**src/rtl/mult_hilo_ctrl.sv**
```systemverilog
// Execute-stage HI/LO owner and serial multiplier initiator (MST/MSGN/SRCA/SRCB -> PROD/PRODV).
// Optional watchdog on the BUSY wait is enabled by defining MULT_TIMEOUT_EN.
//
// state   | meaning
// --------+-----------------------------------------------------------
// S_INIT  | multiplier held in reset (MRST=1) for 2 cycles, pipeline stalled
// S_IDLE  | accepts MULT/MULTU, MTHI/MTLO; reads never stall
// S_ISSUE | one-cycle MST pulse
// S_BLANK | 2 cycles where a stale PRODV from the previous product is ignored
// S_BUSY  | waiting for PRODV, then HI/LO capture
// S_TMO   | watchdog recovery: MRST pulsed 2 cycles, then back to IDLE
module mult_hilo_ctrl #(
    parameter int TIMEOUT_CYCLES = 64
) (
    input  logic        CLK,
    input  logic        RST,
    input  logic        EX_MULT,
    input  logic        EX_SIGNED,
    input  logic [31:0] EX_A,
    input  logic [31:0] EX_B,
    input  logic        EX_MFHI,
    input  logic        EX_MFLO,
    input  logic        EX_MTHI,
    input  logic        EX_MTLO,
    input  logic [31:0] EX_WDATA,
    output logic        STALL,
    output logic [31:0] HILO_RDATA,
    output logic        MST,
    output logic        MSGN,
    output logic [31:0] SRCA,
    output logic [31:0] SRCB,
    output logic        MRST,
    input  logic [63:0] PROD,
    input  logic        PRODV,
    output logic        ERR
);

    typedef enum logic [2:0] {
        S_INIT,
        S_IDLE,
        S_ISSUE,
        S_BLANK,
        S_BUSY,
        S_TMO
    } state_t;

    state_t      state, state_nxt;
    logic        cnt, cnt_nxt;
    logic [31:0] hi, lo;
    logic        any_req;
    logic        capture;
    logic        tmo_fire;

    assign any_req = EX_MULT | EX_MFHI | EX_MFLO | EX_MTHI | EX_MTLO;
    assign capture = (state == S_BUSY) && PRODV;

`ifdef MULT_TIMEOUT_EN
    localparam int TW = (TIMEOUT_CYCLES > 1) ? $clog2(TIMEOUT_CYCLES) : 1;
    logic [TW-1:0] wd_cnt;
    logic          err_q;

    // Down-counter loaded in ISSUE so that counting begins at BLANK entry.
    always_ff @(posedge CLK or negedge RST) begin
        if (!RST) begin
            wd_cnt <= '0;
            err_q  <= 1'b0;
        end else begin
            if (state == S_ISSUE)
                wd_cnt <= TW'(TIMEOUT_CYCLES - 1);
            else if ((state == S_BLANK || state == S_BUSY) && wd_cnt != '0)
                wd_cnt <= wd_cnt - 1'b1;
            if (tmo_fire)
                err_q <= 1'b1;
        end
    end

    assign tmo_fire = (state == S_BUSY) && !PRODV && (wd_cnt == '0);
    assign ERR      = err_q;
`else
    assign tmo_fire = 1'b0;
    assign ERR      = 1'b0;
`endif

    always_ff @(posedge CLK or negedge RST) begin
        if (!RST) begin
            state <= S_INIT;
            cnt   <= 1'b0;
            hi    <= '0;
            lo    <= '0;
            SRCA  <= '0;
            SRCB  <= '0;
            MSGN  <= 1'b0;
        end else begin
            state <= state_nxt;
            cnt   <= cnt_nxt;
            if (state == S_IDLE) begin
                if (EX_MULT) begin
                    SRCA <= EX_A;
                    SRCB <= EX_B;
                    MSGN <= EX_SIGNED;
                end
                if (EX_MTHI)
                    hi <= EX_WDATA;
                if (EX_MTLO)
                    lo <= EX_WDATA;
            end else if (capture) begin
                hi <= PROD[63:32];
                lo <= PROD[31:0];
            end
        end
    end

    always_comb begin
        state_nxt = state;
        cnt_nxt   = cnt;
        case (state)
            S_INIT, S_TMO: begin
                if (cnt) begin
                    state_nxt = S_IDLE;
                    cnt_nxt   = 1'b0;
                end else begin
                    cnt_nxt = 1'b1;
                end
            end
            S_IDLE: begin
                if (EX_MULT)
                    state_nxt = S_ISSUE;
            end
            S_ISSUE: begin
                state_nxt = S_BLANK;
                cnt_nxt   = 1'b0;
            end
            S_BLANK: begin
                if (cnt) begin
                    state_nxt = S_BUSY;
                    cnt_nxt   = 1'b0;
                end else begin
                    cnt_nxt = 1'b1;
                end
            end
            S_BUSY: begin
                if (PRODV) begin
                    state_nxt = S_IDLE;
                end else if (tmo_fire) begin
                    state_nxt = S_TMO;
                    cnt_nxt   = 1'b0;
                end
            end
            default: begin
                state_nxt = S_INIT;
                cnt_nxt   = 1'b0;
            end
        endcase
    end

    always_comb begin
        MST   = (state == S_ISSUE);
        MRST  = (state == S_INIT) || (state == S_TMO);
        STALL = 1'b0;
        case (state)
            S_INIT:  STALL = 1'b1;
            S_IDLE:  STALL = 1'b0;
            default: STALL = any_req;
        endcase
    end

    assign HILO_RDATA = EX_MFHI ? hi : (EX_MFLO ? lo : 32'h0);

endmodule

```
**config.mk**
```make
export PLATFORM = sky130hd
export DESIGN_NAME = mult_hilo_ctrl
export DESIGN_NICKNAME = d
export VERILOG_FILES = /design/src/rtl/mult_hilo_ctrl.sv
export SDC_FILE = /design/constraint.sdc
export NUM_CORES = 1
export LEC_CHECK = 0
export CORE_MARGIN = 2
export CORE_UTILIZATION = 43
export CTS_CLUSTER_DIAMETER = 30
export DETAILED_ROUTE_END_ITERATION = 12
export PLACE_DENSITY = 0.85
export SLEW_MARGIN = 20
export SYNTH_ARGS = -nofsm -noshare
export SYNTH_HDL_FRONTEND = slang
export SYNTH_SLANG_ARGS = --single-unit
```
**constraint.sdc**
```tcl
create_clock -name CLK -period 2.5 [get_ports CLK]
set_clock_uncertainty 0.1 [all_clocks]
set_input_delay 0.5 -clock CLK [delete_from_list [all_inputs] [get_ports CLK]]
set_output_delay 0.5 -clock CLK [all_outputs]
set_load 0.02 [all_outputs]
```
**Run 1: cell placement**

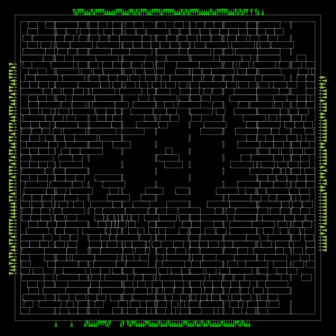
well-tap cell count: 184
Cell Rows: 44
Layout Cells excl Fill: 894
proportion of cell area occupied by registers: 33.4%

**Run 1: routed metal per tile**

The die is cut into 25 by 25 equal tiles; black is low, pale yellow is high, scaled to the fullest tile. Values are wire area over tile area, all layers added.
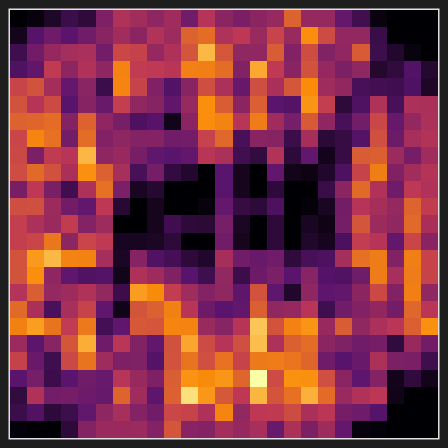
The mean over all tiles is 0.18. The emptiest ninth of the die: center. 29% of the tiles are over half the peak. The fullest tile reaches 0.47. 6.6% of the tiles are nearly empty. The densest ninth of the die: south.
routed wire length: 17.3 mm
Avg WL per Cell: 19.4 um
global routing usage summed across all routing layers: 22.2%
routed vias: 4,581

**Run 1: cells colored by class**

The bar under the picture is 50 um long. Fill, decap, tap and diode cells in gray.
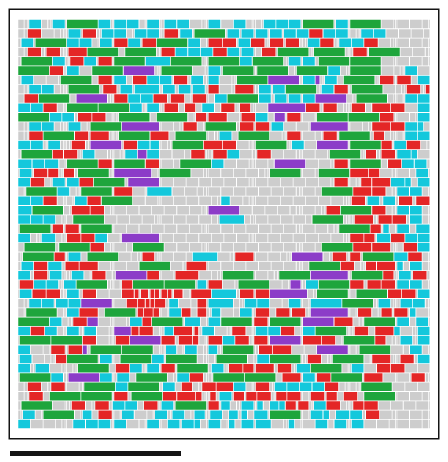
Green marks sequential cells, cells 133, share of their area 34%. Purple marks clock drivers and dummy loads, cells 32, share of their area 7.4%. Cyan marks remaining buffers and delay cells, cells 287, share of their area 30%. Red marks combinational and other logic, cells 258, share of their area 29%.
Final Instance Area: 9970 um^2
core area: 14,400 um^2
Core Util, Final: 69.1%

**Run 1: the metal 1 layer**

Supply wires on this layer in gray.
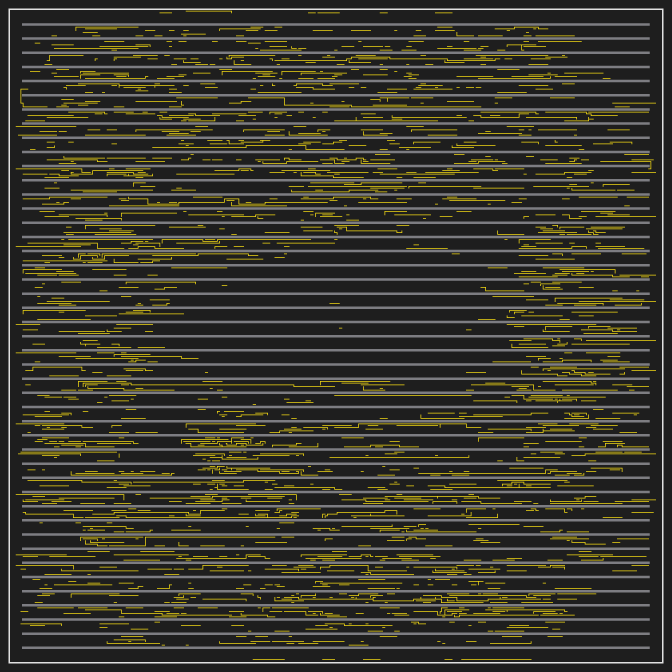
759 nets have wire on it. The layer carries 6,440 um of wire. The wires run mostly horizontal. The layer holds 37% of the routed length.

==> notes.md, run 1 <==
Results of the run.

The run finished with clean final reports. The pin count of the biggest net entering global routing is 51. The critical path in the final layout is reported with a setup slack of approximately 0.063 ns. At the pin with the least slew margin, the transition time is 0.600 ns. The power per cell area is about 1300 nW/um^2. Max-cap violations in this run came to 0. The number of antenna violations at the first check in global routing came to 0. The setup TNS is 0 ns.

Per the post-run analysis, buffers plus inverters along the critical path come to 3. The adder and majority gate portion of the synthesized area is 0%. Net switching is 32.8% of the power. The library cell used as clock root buffer is sky130_fd_sc_hd__clkbuf_16. In the post-synthesis netlist, the biggest area contributors are sky130_fd_sc_hd__dfrtp_1 (53%), sky130_fd_sc_hd__mux2_2 (20%), sky130_fd_sc_hd__mux2_1 (8.7%). Along the worst path, the maximum fanout reaches 4. The chip height is about 130 um. The sequential power reported by the tool is 4.01 mW. The compound-gate portion of the synthesized area is 5.35%. Of the total power, the clock network draws 22.8%.

The startpoint of the tightest hold check path is lo[10]. The logic gate fraction of the total cell area is 28.1%. Per the area breakdown, the dominant cell category is sequential cells.

For reference, XOR and XNOR gates occupy 0.277% of the area reported after synthesis. The clock tree from TritonCTS is yes. The final hold slack is 0.405 ns. The pre-CTS setup check shows a worst slack of -0.314 ns. Synthesis inferred 133 register bits. The number of global-route vias before repair is 5,113. The number of warning messages in the yosys log is 0. The share of final-layout standard cells stronger than drive strength 1 is approximately a third. The number of nets at the end of the flow is 866. The number of cells reported by Yosys stat comes to 423.

The longest individual stage delay on the worst path is around 0.49 ns. The number of CTS-inserted buffers is 17. Among cell families on the critical path, the largest total delay comes from buffers and inverters. The combinational group power is 6.25 mW. The routed length on met3 is 1.03 mm. The I/O pin count is 270. The group drawing the most power is combinational logic.

The source of the critical timing path is EX_MFLO. The met2 track utilization from global routing is 39.8%. The capture point of the worst register-to-register path is recorded as hi[12]. The total number of cells along the worst setup path is 5. The share of the core area taken by cells at floorplan is 43.8%. The residual overflow from global routing is 0. According to the timing report, the critical path is captured at HILO_RDATA[3]. For this run, global-route usage on met1 was measured as 24.0%. Cell internal power was estimated by the tool at 8.93 mW.

Counting cells, the worst reg-to-reg path comes to 4. The layout filler cell count is 1,021. The worst ir drop on vdd is 0.729 mV. Counting every net in the synthesized netlist gives 592. The reported leakage power is 4.19 nW. The most frequently used library cell after synthesis is sky130_fd_sc_hd__dfrtp_1. In the final report, the number of pins over their slew limit comes to 0. The area taken by sequential standard cells is reported as 3330 um^2. The register-to-register path setup slack is 0.32 ns. The clock-pin slew of the registers on the worst-case setup and hold paths is 0.05 ns. The routability congestion estimate from global placement is 0.839.

Before antenna repair, the detailed router went through 4 iterations. In the synthesized netlist, the dominant kind of combinational cell is multiplexers. Power comes to roughly 13 mW.

The fmax is ~0.4 GHz. The worst setup path is launched from a primary input. The final critical path takes up 97.5% of the cycle. Summed over all nets, the half-perimeter wirelength after detailed placement is roughly 12 mm. The startpoint of the worst register-to-register path is state[0]. The non-clock buffer area fraction after layout is between 20% and 30%.

Of the total power, registers draw 30.2%. Ranking logic cells in the layout by count gives the top entries sky130_fd_sc_hd__clkdlybuf4s50_1 (231), sky130_fd_sc_hd__dfrtp_1 (133), sky130_fd_sc_hd__mux2_2 (114), sky130_fd_sc_hd__mux2_1 (49), sky130_fd_sc_hd__a22o_1 (32). The number of placed instances, taps included, is 859.

Setup repair after global routing left no endpoint under its margin. The routed length on met1 is 6.44 mm. Sequential cells placed in the final layout were counted as 133. Per the repair_timing log after CTS, setup buffers inserted total 0. The post-synthesis area per instance is 14.9 um^2. The standard cell with the maximum stage delay on the critical path is sky130_fd_sc_hd__clkdlybuf4s50_1. Nets still carrying antenna violations after routing amount to 0. Post-synthesis, Yosys gives the total cell area as 6310 um^2.

The cell area reported after detailed placement is 9250 um^2. The power dissipated by switching net loads is 4.35 mW. The worst endpoint data arrival time is 1.84 ns. The synthesis report gives the async set-or-reset register share as 100%. Combinational cells account for 47.0% of the total power. Summing the sequential cell areas from Yosys gives between 50% and 60% of the chip area.
==> inputs of run 2 (changes only) <==
- HOLD_SLACK_MARGIN: unset -> 0.15
==> run 2 against run 1 <==
Synthesized area unchanged. Highest routed layer unchanged. Global-route usage unchanged. First-iteration DRC count unchanged. Clock power about the same. Largest power group unchanged.
==> notes.md, run 2 <==
Results of the run.

The share of the core filled with cells in the final layout is 69.1% (unchanged). RSZ-0062 raised after global routing: no (unchanged). The number of cells in the design after placement came to 859 (unchanged).

The pin count of the biggest net entering global routing is 51 (unchanged). The share of total power consumed by net switching was 32.8% (unchanged). The post-route standard cell area excluding fillers is 9970 um^2 (unchanged). The pre-CTS setup slack came to -0.314 ns (unchanged). The wire length after detailed routing is 17.3 mm (unchanged).

The worst endpoint data arrival time is 1.84 ns (about the same). The count of sequential standard cells is 133 (unchanged). The number of global-route vias before repair is 5,113 (unchanged). The register share after synthesis is 52.7% (unchanged). The mean routed wirelength per cell is 19.4 um (unchanged). The endpoint of the most critical setup path is HILO_RDATA[3] (unchanged).

The reported leakage power is 4.19 nW (unchanged). The proportion of synthesized flip-flops having asynchronous set or reset is 100% (unchanged). The register-to-register path setup slack is 0.32 ns (about the same). The compound-gate portion of the synthesized area is 5.35% (unchanged).

The adder and majority gate portion of the synthesized area is 0% (unchanged). The number of search-and-repair iterations in the first detailed-routing pass came to 4 (unchanged). Run status: finished clean (unchanged). The final hold slack is 0.405 ns (unchanged). The non-clock buffer area fraction after layout is 28.9% (unchanged).

The power per cell area is 1330 nW/um^2 (unchanged). The number of warning messages in the yosys log was 0 (unchanged). The total setup buffers inserted after CTS was 0 (unchanged). The share of final-layout standard cells stronger than drive strength 1 is 31.8% (unchanged). The antenna violation net count after detailed routing is 0 (unchanged). Top post-synthesis cells by area: sky130_fd_sc_hd__dfrtp_1 (53%), sky130_fd_sc_hd__mux2_2 (20%), sky130_fd_sc_hd__mux2_1 (8.7%) (unchanged). The overall power is 13.3 mW (unchanged). The clock tree from TritonCTS is yes (unchanged). The number of max-cap violations came to 0 (unchanged). The overall fraction of global-route tracks in use is 22.2% (unchanged).

The post-synthesis area per instance came to 14.9 um^2 (unchanged). The logic gate fraction of the total cell area is 28.1% (unchanged). The number of rows in the core area is 44 (unchanged). The combinational group power is 6.25 mW (about the same).

The portion of total power attributed to the clock network is 22.8% (about the same). The number of nets at the end of the flow came to 866 (unchanged). The startpoint of the worst register-to-register path is state[0] (unchanged). The I/O pin count came to 270 (unchanged).

The top cell type by instance count after synthesis was sky130_fd_sc_hd__dfrtp_1 (unchanged). The number of CTS-inserted buffers came to 17 (unchanged). The clock-pin slew of the registers on the worst-case setup and hold paths is 0.05 ns (about the same).

The slack of the critical path is 0.0628 ns (unchanged). The slew at the pin with the worst max-slew slack is 0.600 ns (unchanged). The maximum buffer depth of the clock tree is 2 (unchanged).

The number of synthesized register bits came to 133 (unchanged). The floorplan net count was 592 (unchanged). The group drawing the most power is combinational logic (unchanged).

The largest fanout on the critical path is 4 (unchanged). The kind of cell adding the most delay to the critical path is buffers and inverters (unchanged). The standard cell with the maximum stage delay on the critical path is sky130_fd_sc_hd__clkdlybuf4s50_1 (unchanged). The met1 layer usage reported by global route is 24.0% (unchanged). The total number of cells along the worst setup path is 5 (unchanged). The number of tap cells added at floorplan is 184 (unchanged). The fmax is 0.410 GHz (unchanged). The residual overflow from global routing is 0 (unchanged).

The detailed route wirelength on metal2 was 9.28 mm (unchanged). The longest individual stage delay on the worst path is 0.49 ns (about the same). The fraction of power consumed by sequential logic is 30.2% (about the same). The power dissipated by switching net loads came to 4.35 mW (unchanged). The setup TNS is 0 ns (unchanged).

The largest family of logic cells by area is multiplexers (unchanged). The part of the cycle the worst path needs is 97.5% (unchanged). The worst ir drop on vdd is 0.729 mV (unchanged). The detailed-route via count is 4,581 (unchanged).

The sequential cell area came to 3330 um^2 (unchanged). The placeable core area is 14,400 um^2 (unchanged). The source of the critical timing path is EX_MFLO (unchanged).

The violation tally from detailed-route iteration zero is 150 (unchanged). The number of cells in the yosys synthesis report is 423 (unchanged). The detailed-placement wirelength estimate is 12.5 mm (unchanged). The worst reg2reg path endpoint is hi[12] (unchanged). The layout filler cell count came to 1,021 (unchanged). The routed length on met3 was 1.03 mm (unchanged). The chip height is 125 um (unchanged). The cell area reported after detailed placement is 9250 um^2 (unchanged). The synthesized chip area reported by yosys is 6310 um^2 (unchanged).

The total internal power came to 8.93 mW (unchanged). The number of buffers and inverters on the critical path is 3 (unchanged). The register share of the cell area is 33.4% (unchanged). The library cell used as clock root buffer is sky130_fd_sc_hd__clkbuf_16 (unchanged).

The startpoint of the tightest hold check path is lo[10] (unchanged). The routability congestion estimate from global placement is 0.839 (unchanged). The fraction of synthesized area in multiplexers is 36.5% (unchanged). The post-route non-filler standard cell count is 894 (unchanged). The relative contribution of combinational cells to total power is 47.0% (about the same).

The cell group occupying the most layout area is sequential cells (unchanged). The xor/xnor cell area share of the yosys netlist was 0.277% (unchanged). The number of antenna violations at the first check in global routing is 0 (unchanged). The number of cells traversed by the worst register-to-register path is 4 (unchanged). The reported sequential group power is 4.01 mW (about the same).
**Run 2: metal layers overlaid**

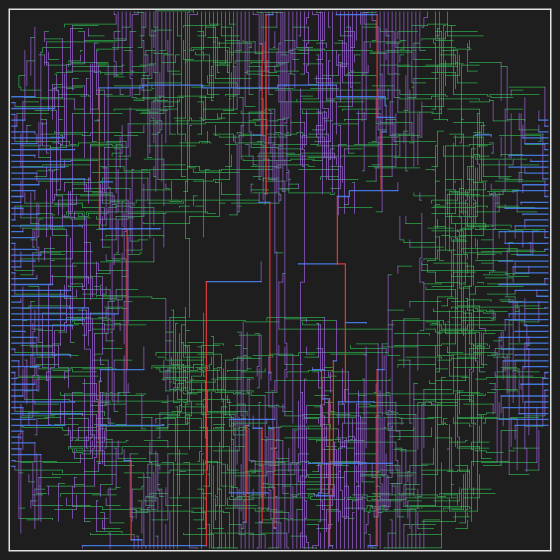
Blue marks metal 3, wire length 1,030 um. Green marks metal 1, wire length 6,440 um. Purple marks metal 2, wire length 9,280 um. Red marks metal 4, wire length 555 um.

Power is estimated from default activity; no workload was simulated.
